$ cat src/rtl/ifetch_unit.sv
// Instruction fetch unit: one outstanding imem read at a time, single-entry
// buffer toward decode, redirect handling with in-flight response dropping.
module ifetch_unit #(
  parameter int unsigned     XLEN     = 64,
  parameter int unsigned     INSTR_W  = 32,
  parameter logic [XLEN-1:0] RESET_PC = '0
) (
  input  logic               clk,
  input  logic               reset,
  input  logic               redirect_valid,
  input  logic [XLEN-1:0]    redirect_pc,
  output logic               imem_req_valid,
  output logic [XLEN-1:0]    imem_req_addr,
  input  logic               imem_req_ready,
  input  logic               imem_rsp_valid,
  input  logic [INSTR_W-1:0] imem_rsp_data,
  output logic               instr_valid,
  output logic [XLEN-1:0]    instr_pc,
  output logic [INSTR_W-1:0] instr_data,
  input  logic               instr_ready,
  output logic [XLEN-1:0]    fetch_pc,
  output logic               misaligned_err
);

  typedef enum logic [1:0] {StIdle, StReq, StWait, StHold} state_e;

  state_e               state_q, state_d;
  logic [XLEN-1:0]      fetch_pc_q, fetch_pc_d;
  logic                 drop_q, drop_d;
  logic                 req_valid_q, req_valid_d;
  logic [XLEN-1:0]      req_addr_q, req_addr_d;
  logic                 instr_valid_q, instr_valid_d;
  logic [XLEN-1:0]      instr_pc_q, instr_pc_d;
  logic [INSTR_W-1:0]   instr_data_q, instr_data_d;
  logic                 mis_err_q, mis_err_d;

  logic redir_ok;
  logic redir_bad;

  assign redir_ok  = redirect_valid && (redirect_pc[1:0] == 2'b00);
  assign redir_bad = redirect_valid && (redirect_pc[1:0] != 2'b00);

  // Next-state: FSM transitions, PC update, drop tracking and output buffer.
  always_comb begin
    state_d       = state_q;
    fetch_pc_d    = fetch_pc_q;
    drop_d        = drop_q;
    instr_valid_d = instr_valid_q;
    instr_pc_d    = instr_pc_q;
    instr_data_d  = instr_data_q;
    mis_err_d     = 1'b0;

    unique case (state_q)
      StIdle: begin
        state_d = StReq;
      end
      StReq: begin
        // A redirect while the request is still pending just retargets it;
        // if the old request is accepted this cycle its response must be dropped.
        if (imem_req_ready) begin
          state_d = StWait;
          drop_d  = redir_ok;
        end
        if (redir_ok) begin
          fetch_pc_d = redirect_pc;
        end
      end
      StWait: begin
        if (imem_rsp_valid) begin
          if (drop_q || redir_ok) begin
            state_d = StReq;
            drop_d  = 1'b0;
          end else begin
            instr_pc_d    = fetch_pc_q;
            instr_data_d  = imem_rsp_data;
            instr_valid_d = 1'b1;
            fetch_pc_d    = fetch_pc_q + XLEN'(4);
            state_d       = StHold;
          end
        end else if (redir_ok) begin
          drop_d = 1'b1;
        end
        if (redir_ok) begin
          fetch_pc_d = redirect_pc;
        end
      end
      StHold: begin
        // Either the handshake completes or a redirect discards the buffer.
        if ((instr_valid_q && instr_ready) || redir_ok) begin
          instr_valid_d = 1'b0;
          state_d       = StReq;
        end
        if (redir_ok) begin
          fetch_pc_d = redirect_pc;
        end
      end
      default: begin
        state_d = StIdle;
      end
    endcase

    if (state_q != StIdle) begin
      mis_err_d = redir_bad;
    end

    // Request outputs are registered from the next state.
    req_valid_d = (state_d == StReq);
    req_addr_d  = (state_d == StReq) ? fetch_pc_d : '0;
  end

  // State registers with synchronous active-low reset.
  always_ff @(posedge clk) begin
    if (!reset) begin
      state_q       <= StIdle;
      fetch_pc_q    <= RESET_PC;
      drop_q        <= 1'b0;
      req_valid_q   <= 1'b0;
      req_addr_q    <= '0;
      instr_valid_q <= 1'b0;
      instr_pc_q    <= '0;
      instr_data_q  <= '0;
      mis_err_q     <= 1'b0;
    end else begin
      state_q       <= state_d;
      fetch_pc_q    <= fetch_pc_d;
      drop_q        <= drop_d;
      req_valid_q   <= req_valid_d;
      req_addr_q    <= req_addr_d;
      instr_valid_q <= instr_valid_d;
      instr_pc_q    <= instr_pc_d;
      instr_data_q  <= instr_data_d;
      mis_err_q     <= mis_err_d;
    end
  end

  assign imem_req_valid = req_valid_q;
  assign imem_req_addr  = req_addr_q;
  assign instr_valid    = instr_valid_q;
  assign instr_pc       = instr_pc_q;
  assign instr_data     = instr_data_q;
  assign fetch_pc       = fetch_pc_q;
  assign misaligned_err = mis_err_q;

endmodule

$ cat config.mk
export PLATFORM = sky130hd
export DESIGN_NAME = ifetch_unit
export DESIGN_NICKNAME = d
export VERILOG_FILES = /design/src/rtl/ifetch_unit.sv
export SDC_FILE = /design/constraint.sdc
export NUM_CORES = 1
export LEC_CHECK = 0
export CORE_MARGIN = 2
export CORE_UTILIZATION = 50
export CTS_CLUSTER_SIZE = 28
export DETAILED_ROUTE_END_ITERATION = 12
export GPL_ROUTABILITY_DRIVEN = 0
export HOLD_SLACK_MARGIN = 0.1
export MAX_ROUTING_LAYER = met4
export PLACE_DENSITY = 0.87
export SETUP_SLACK_MARGIN = 0.4
export SLEW_MARGIN = 5
export SYNTH_ARGS = -nofsm -noshare
export SYNTH_HDL_FRONTEND = slang
export SYNTH_SLANG_ARGS = --single-unit
$ cat constraint.sdc
create_clock -name clk -period 7.3 [get_ports clk]
set_clock_uncertainty 0.2 [all_clocks]
set_input_delay 1.095 -clock clk [delete_from_list [all_inputs] [get_ports clk]]
set_output_delay 1.095 -clock clk [all_outputs]
set_load 0.03 [all_outputs]
Track usage over the die:
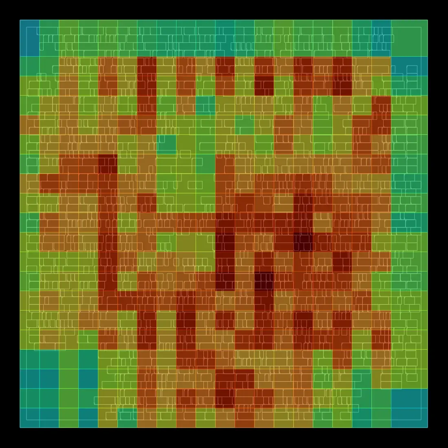
post-DR wirelength/cell: 20.43 um
layer carrying the most global-route usage: met2
GR Layer Usage met1: 42.96%
met3 Resource Use GR: 6.523%

Where the registers sit:
Drawn at 2 px/um.
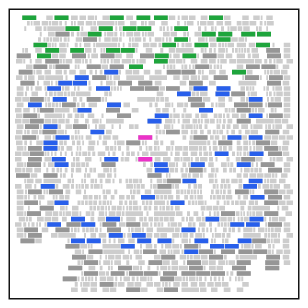
instr_data: drawn in green, flops 32, where a band across the top. fetch_pc: drawn in blue, flops 64. state_q: drawn in magenta, flops 2.
Another 132 sequential cells are not colored.
fraction of area in registers: 33.01%
Flop area: 4604 sq um
Seq. pwr: 1.34 mW

The metal 2 layer:
Drawn at 2 px/um.
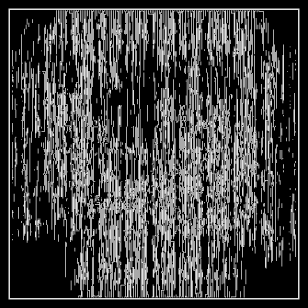
1,407 nets have wire on it. The layer carries 17,400 um of wire.
final WL: 36,610 um
vias after detailed routing: 10,900
met2 Use GR: 55.66%

Sizing map:
Drawn at 3 px/um.
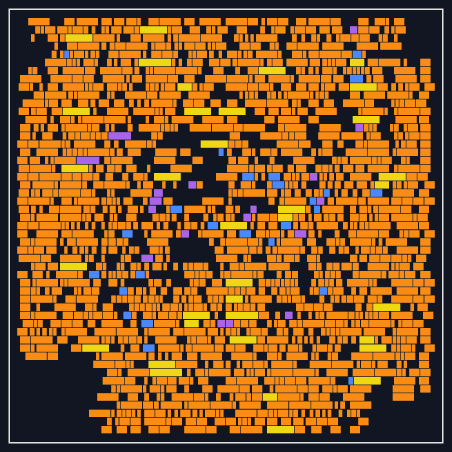
drive 3 to 4: drawn in purple, cells 18. drive 6 and up: drawn in yellow, cells 35. drive 1 or less: drawn in orange, cells 1,447. drive 2: drawn in blue, cells 25.
Area Overhead vs Synth: 42.38%
Non-CTS buffers: 339
final std cell area, no fill: 13,950 sq um
Worst Setup Slack, final: 3.299 ns

Zoomed window:
Region (59, 59) to (84, 84) um. Cells in gray, sequential cells in the stronger gray; small squares are vias.
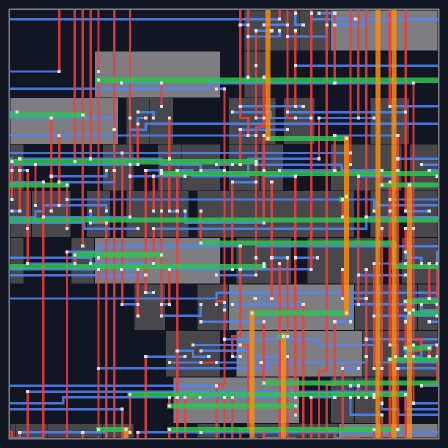
met1: drawn in blue. met2: drawn in red. met3: drawn in green. met4: drawn in orange.
Most frequent: nor2_1 (7), dfxtp_1 (7), nand2_1 (6). Sequential cells in the window: 7. 43 logic cells have their middle in the window. Netlist names of flops here include fetch_pc (2), state_q (2).

[per-stage QoR]
step	cell area, sq um	hold slack, ns
global placement	13110	0.2413
detailed placement	13110	0.2456
CTS	13940	0.2538
floorplan	9796	0.3642
finish	13950	0.2517
global route	13940	0.2733
[cell type report]
cell class,instances,area share (%)
Multi-Input combinational cell,907,34.22
Sequential cell,230,33.01
Timing Repair Buffer,339,24.13
Clock buffer,33,5.051
Tap cell,265,2.377
Clock inverter,8,0.9330
Inverter,8,0.2332
Antenna cell,2,0.03588
[critical path, cell delays in order]
cell,delay (ns)
clkdlybuf4s50_1,0.59
nand4bb_1,0.39
nor2_4,0.64
buf_4,0.73
nand2_1,0.25
nor4_1,0.24
a211oi_1,0.10
nor2_1,0.10
==> qor.csv <==
stage;metric;value;unit
global_routing;antenna_found_initial;1;
pwr;top_power_group;sequential cells;
pwr;p_int;2.223;mW
clocking;cts.sinks;230;
floorplan;rows;51;
sta;finalCritPeriodShare;54.81;%
synthesis;mux_share;1.903;%
place;placed_cells;1749;
sta;hold_violations;0;
place;dpl.hpwl;24840;um
pwr;p_switching;781.0;uW
pwr;p_leak;4.627;nW
hold_path;min_to;instr_data[27];
global_routing;grt_max_degree;89;
setup_path;r2r_end;imem_req_addr[16];
pwr;sw_frac_of_total;26.00;%
routing;drtIter0Drc;1400;
floorplan;fp.dieH;144.0;um
final_layout;layout.cells.non_filler;1792;
clocking;h-tree-depth;1;
global_routing;grt_pass1_vias;10040;
synthesis;synthArstFlopShare;0;%
pwr;powerComb;381;uW
clocking;clk_path_buf_depth;3;
setup_path;path_class;in2reg;
setup_path;rrSetupSlack;3.46;ns
status;status;completed;
synthesis;edf_count;0;
routing;drc_errors;0;
sta;setup-tns-final;0;ns
final_layout;n_fill_cell;1496;
synthesis;top_cells_by_area;dfxtp_1, nand2_1, a21oi_1;
sta;slew_headroom;22.02;%
synthesis;synth_cell_types;74;
routing;wl_met1;13760;um
synthesis;xor_share;0;%
setup_path;timing.rr.start;state_q[1];
setup_path;end_kind;register;
synthesis;synth_nets;1338;
clocking;cts_tree;done;
synthesis;synth_top_area_share;47.00;%
routing;dr_wl_met3;3913;um
pwr;clockPowerShare;42.8;%
final_layout;mostFrequentLayoutCells;clkdlybuf4s50_1, nand2_1, dfxtp_1;
routing;drt-pass1-iter-count;8;
routing;highest_layer;met4;
synthesis;adder_share;0.1277;%
sta;period_minus_slack;4.001;ns
floorplan;die-width;144.0;um
synthesis;synth_top_cell_by_count;nand2_1;
pwr;p_comb_share;12.7;%
pwr;p_clk;1.29;mW
clocking;cts-buffers-inserted;24;
synthesis;synthCells;1235;
clocking;clock_latency;0.52;ns
setup_path;endpoint;imem_req_addr[16];
synthesis;syn_area;9796;sq um
clocking;root_buffer;clkbuf_16;
global_routing;track_usage;34.38;%
synthesis;top_cells_by_count;nand2_1, dfxtp_1, a21oi_1, nor2_1, clkbuf_1;
synthesis;logic_family;simple AND/OR/NAND/NOR gates;
setup_path;start_kind;primary input;
synthesis;simple_gate_area_share;27.41;%
final_layout;logic_area;4773;sq um
clocking;cts_hold_buffers;0;
synthesis;seq_area_frac_synth;47.00;%
routing;ant_nets;0;
synthesis;largest_area_cell;dfxtp_1;
place;place_ws;2.877;ns
global_routing;grt_pass1_wl;54830;um
hold_path;worst_hold_path.num_cells;2;
run;max_cap_viol_count;0;
global_routing;overflow;0;
floorplan;io_pins;329;
synthesis;syn_avg_cell_area;7.932;sq um
setup_path;required;7.55;ns
setup_path;startpoint;imem_rsp_valid;
sta;setup_viol;0;
final_layout;nets;1613;
final_layout;drive_gt1_share;5.115;%
routing;wl_met2;17440;um
sta;rsz0062_at_grt;no;
pwr;total_power;3.004;mW
clocking;cts_setup_buffers;0;
final_layout;lay_top_count;clkdlybuf4s50_1;
sta;max_slew.worst_pin.slew;1.170;ns
sta;slew_violations;0;
final_layout;utilization;72.13;%
hold_path;hold_class;reg2reg;
clocking;cts.clk_slew.worst_paths;0.06;ns
floorplan;die_area;20730;sq um
synthesis;aoi_share;19.02;%
floorplan;coreArea;19330;sq um
sta;clock.fmax;0.2499;GHz
setup_path;reg2regPathDepth;7;
floorplan;initial_core_util;50.66;%
setup_path;arrival;4.25;ns
routing;viasPerCell;6.083;
synthesis;synth_flops;230;
synthesis;synth_chip_area;9796;sq um
setup_path;critPathMaxFanout;77;
hold_path;min_from;instr_data[27];
Power is estimated from default activity; no workload was simulated.
